$ cat config.mk
export PLATFORM = sky130hd
export DESIGN_NAME = alu_issue_ctrl
export DESIGN_NICKNAME = d
export VERILOG_FILES = /design/src/rtl/alu_issue_ctrl.sv
export SDC_FILE = /design/constraint.sdc
export NUM_CORES = 2
export LEC_CHECK = 0
export CAP_MARGIN = 5
export CORE_ASPECT_RATIO = 1.2
export CORE_MARGIN = 2
export CORE_UTILIZATION = 50
export CTS_BUF_LIST = sky130_fd_sc_hd__clkbuf_4 sky130_fd_sc_hd__clkbuf_8 sky130_fd_sc_hd__clkbuf_16
export CTS_CLUSTER_DIAMETER = 120
export DETAILED_ROUTE_END_ITERATION = 16
export PLACE_DENSITY_LB_ADDON = 0.15
export SYNTH_ARGS = -nofsm -noshare
export SYNTH_HDL_FRONTEND = slang
export SYNTH_SLANG_ARGS = --single-unit
export TNS_END_PERCENT = 20
$ cat constraint.sdc
create_clock -name clk -period 55.6 [get_ports clk]
set_input_delay 13.9 -clock clk [delete_from_list [all_inputs] [get_ports clk]]
set_output_delay 13.9 -clock clk [all_outputs]
set_load 0.01 [all_outputs]
$ cat src/rtl/alu_issue_ctrl.sv
// alu_issue_ctrl: decodes RV32I ALU words, drives one-hot ALU enables and operands, writes results back
module alu_issue_ctrl #(
  parameter int XLEN      = 32,
  parameter bit ZERO_IDLE = 1
) (
  input  logic            clk,
  input  logic            rst,
  input  logic            instr_valid,
  input  logic [31:0]     instr,
  output logic            instr_ready,
  output logic            add_en,
  output logic            sub_en,
  output logic            sll_en,
  output logic            slt_en,
  output logic            sltu_en,
  output logic            xor_en,
  output logic            srl_en,
  output logic            sra_en,
  output logic            or_en,
  output logic            and_en,
  output logic [XLEN-1:0] rs1_data,
  output logic [XLEN-1:0] rs2_data,
  input  logic [XLEN-1:0] rd_data,
  output logic            retire_valid,
  output logic [4:0]      retire_rd,
  output logic [XLEN-1:0] retire_data,
  output logic            illegal,
  input  logic [4:0]      dbg_addr,
  output logic [XLEN-1:0] dbg_data
);
  typedef enum logic [1:0] {IDLE, ISSUE, WB, ERR} state_t;
  state_t state, state_nx;
  logic [XLEN-1:0] rf [32];
  logic [9:0] op_d, op_q;
  logic [4:0] rs1_q, rs2_q, rd_q;
  logic use_imm_q;
  logic [XLEN-1:0] imm_d, imm_q, res_q, rs1_h, rs2_h, rs1_live, rs2_live;
  logic is_r, is_i, shift, alt, legal, issue, accept;
  logic [2:0] f3;
  logic [6:0] f7;
  assign f3 = instr[14:12];
  assign f7 = instr[31:25];
  // decode the presented word: legality, one-hot op, immediate operand
  always_comb begin
    is_r  = instr[6:0] == 7'b0110011;
    is_i  = instr[6:0] == 7'b0010011;
    shift = f3 == 3'b001 || f3 == 3'b101;
    alt   = f7 == 7'b0100000 && (f3 == 3'b101 || (is_r && f3 == 3'b000));
    legal = (is_r && (f7 == 7'b0 || alt)) || (is_i && (!shift || f7 == 7'b0 || alt));
    imm_d = shift ? {27'b0, instr[24:20]} : {{20{instr[31]}}, instr[31:20]};
    op_d  = f3 == 3'b000 ? (alt ? 10'b0000000010 : 10'b0000000001) :
            f3 == 3'b001 ? 10'b0000000100 :
            f3 == 3'b010 ? 10'b0000001000 :
            f3 == 3'b011 ? 10'b0000010000 :
            f3 == 3'b100 ? 10'b0000100000 :
            f3 == 3'b101 ? (alt ? 10'b0010000000 : 10'b0001000000) :
            f3 == 3'b110 ? 10'b0100000000 : 10'b1000000000;
  end
  // next state and handshake/status outputs
  always_comb begin
    accept       = state == IDLE && instr_valid;
    issue        = state == ISSUE;
    state_nx     = state == IDLE ? (instr_valid ? (legal ? ISSUE : ERR) : IDLE) :
                   issue ? WB : IDLE;
    instr_ready  = state == IDLE;
    retire_valid = state == WB;
    illegal      = state == ERR;
    retire_rd    = retire_valid ? rd_q : 5'd0;
    retire_data  = retire_valid && rd_q != 5'd0 ? res_q : '0;
    {and_en, or_en, sra_en, srl_en, xor_en, sltu_en, slt_en, sll_en, sub_en, add_en} = issue ? op_q : 10'd0;
    rs1_live     = rf[rs1_q];
    rs2_live     = use_imm_q ? imm_q : rf[rs2_q];
    rs1_data     = issue ? rs1_live : ZERO_IDLE ? '0 : rs1_h;
    rs2_data     = issue ? rs2_live : ZERO_IDLE ? '0 : rs2_h;
    dbg_data     = dbg_addr == 5'd0 ? '0 : rf[dbg_addr];
  end
  // state register
  always_ff @(posedge clk or posedge rst) begin
    if (rst) state <= IDLE;
    else state <= state_nx;
  end
  // latch decode on accept; capture ALU result and operands during ISSUE
  always_ff @(posedge clk or posedge rst) begin
    if (rst) begin
      op_q      <= '0;
      rs1_q     <= '0;
      rs2_q     <= '0;
      rd_q      <= '0;
      use_imm_q <= 1'b0;
      imm_q     <= '0;
      res_q     <= '0;
      rs1_h     <= '0;
      rs2_h     <= '0;
    end else begin
      if (accept) begin
        op_q      <= op_d;
        rs1_q     <= instr[19:15];
        rs2_q     <= instr[24:20];
        rd_q      <= instr[11:7];
        use_imm_q <= is_i;
        imm_q     <= imm_d;
      end
      if (issue) begin
        res_q <= rd_data;
        rs1_h <= rs1_live;
        rs2_h <= rs2_live;
      end
    end
  end
  // register file: cleared on reset, written in WB except x0
  always_ff @(posedge clk or posedge rst) begin
    if (rst) begin
      for (int k = 0; k < 32; k++) rf[k] <= '0;
    end else if (retire_valid && rd_q != 5'd0) rf[rd_q] <= res_q;
  end
endmodule

==> results.cfg <==
; synthesis and place-and-route metrics
[status]
status = finished, final reports clean

[layout]
non_clock_buffer_count = 373
area_dominant_class = multi-input combinational cells
data_path_buffer_share_of_cell_area_in_the_final_layout = 0.0464
seqCellArea_mm2 = 0.0273
multiInputCombCellCount = 3224
top_cells_excl_fill_tap = 1085 x sky130_fd_sc_hd__dfrtp_1, 1050 x sky130_fd_sc_hd__mux2_2, 581 x sky130_fd_sc_hd__mux4_2
share_of_layout_cells_above_drive_strength_1 = 0.423
area_growth_syn_to_layout_pct = 11.5
insertedDiodeCount = 4

[setup_path]
startpoint_type = primary input
worst_path_dominant_cell_family = buffers and inverters
timing.critical_path.required_ns = 41.70
critical-path-slowest-cell = sky130_fd_sc_hd__buf_4
critPathBufInv = 5
cp_max_fo = 77

[sta]
grt_setup_unrepaired = no
layout_min_cycle_time_ns = 32.96
timing_worst_slew_pin_value_ns = 1.24
endpoints_failing_hold = 0
fmax_mhz = 30.3
clock-skew-final_ns = 0.0274
final-max-slew-violation-count = 0

[logic_synthesis]
synth.distinct_cells = 53
synthMostInstantiatedCell = sky130_fd_sc_hd__dfrtp_1
top_cells_by_count = 1091 x sky130_fd_sc_hd__dfrtp_1, 1050 x sky130_fd_sc_hd__mux2_2, 581 x sky130_fd_sc_hd__mux4_2
postSynthAreaPerCell_um2 = 13.6
postSynthCellCount = 4878
postSynthRegisterBits = 1091

[placement]
finalWeightedCongestion = 0.880

[grt]
via_count_of_the_first_global_routing_pass = 48174

[floorplanning]
boundaryPins = 218

[pwr]
ir_worst_vdd_uv = 80.7
## sequential cells by signal, indices dropped and copies added (netlist names)
name       flops
imm_q          8
op_q          10
rd_q           5
res_q         32
rf          1024
rs1_q          5
rs2_q          4
state          2
use_imm_q      1
## routing by layer
| metal | global-route usage | part of all wire |
|---|---|---|
| met1 | 0.497 | 0.39 |
| met2 | 0.547 | 0.44 |
| met3 | 0.0930 | 0.10 |
| met4 | 0.210 | 0.066 |
| met5 | 0 | 0.00089 |
## report_power, final
part           leakage (nW)  total, W  internal [W]  switching (W)
Combinational          15.4   0.00178      0.000886       0.000896
Clock                  2.15  0.000871      0.000522       0.000349
Sequential             14.6   0.00145       0.00107       0.000377
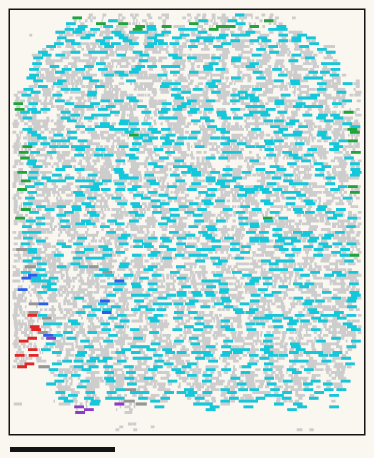
registers.png
The bar under the picture is 100 um long. Other sequential cells in the stronger grey, the rest of the logic in the fainter grey.
- rd_q: purple (flops 5; where bottom left)
- rf: cyan (flops 1024; where spread over the die)
- res_q: green (flops 32)
- op_q: red (flops 10; where bottom left)
- imm_q: blue (flops 8)
- not coloured: 12

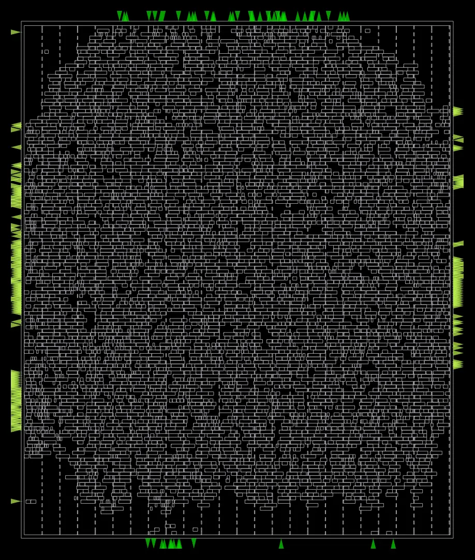
final_placement.png
num rows: 146
Layout fillers: 10901
core region area: 0.132 mm^2

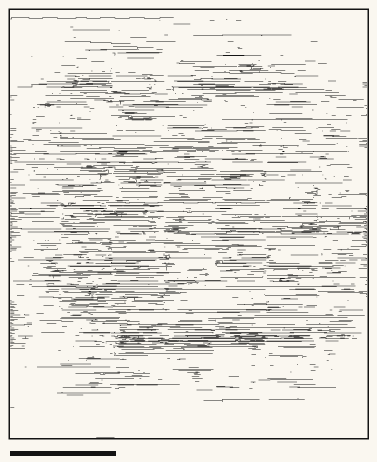
met3.png
The bar under the picture is 100 um long.
- nets with wire on the layer: 700
- share of all routed wire: 10%
- longest straight run: 150 um

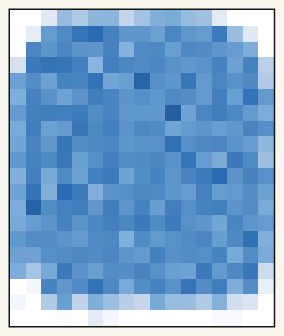
density.png
The die is cut into 17 by 20 equal tiles; white is low, dark blue is high, 0 to 100% covered.
- fullest tile: 81%
- tiles over 75% full: 1.8%
- nearly empty tiles: 7.1%
- mean over tiles: 53%

Power is estimated from default activity; no workload was simulated.
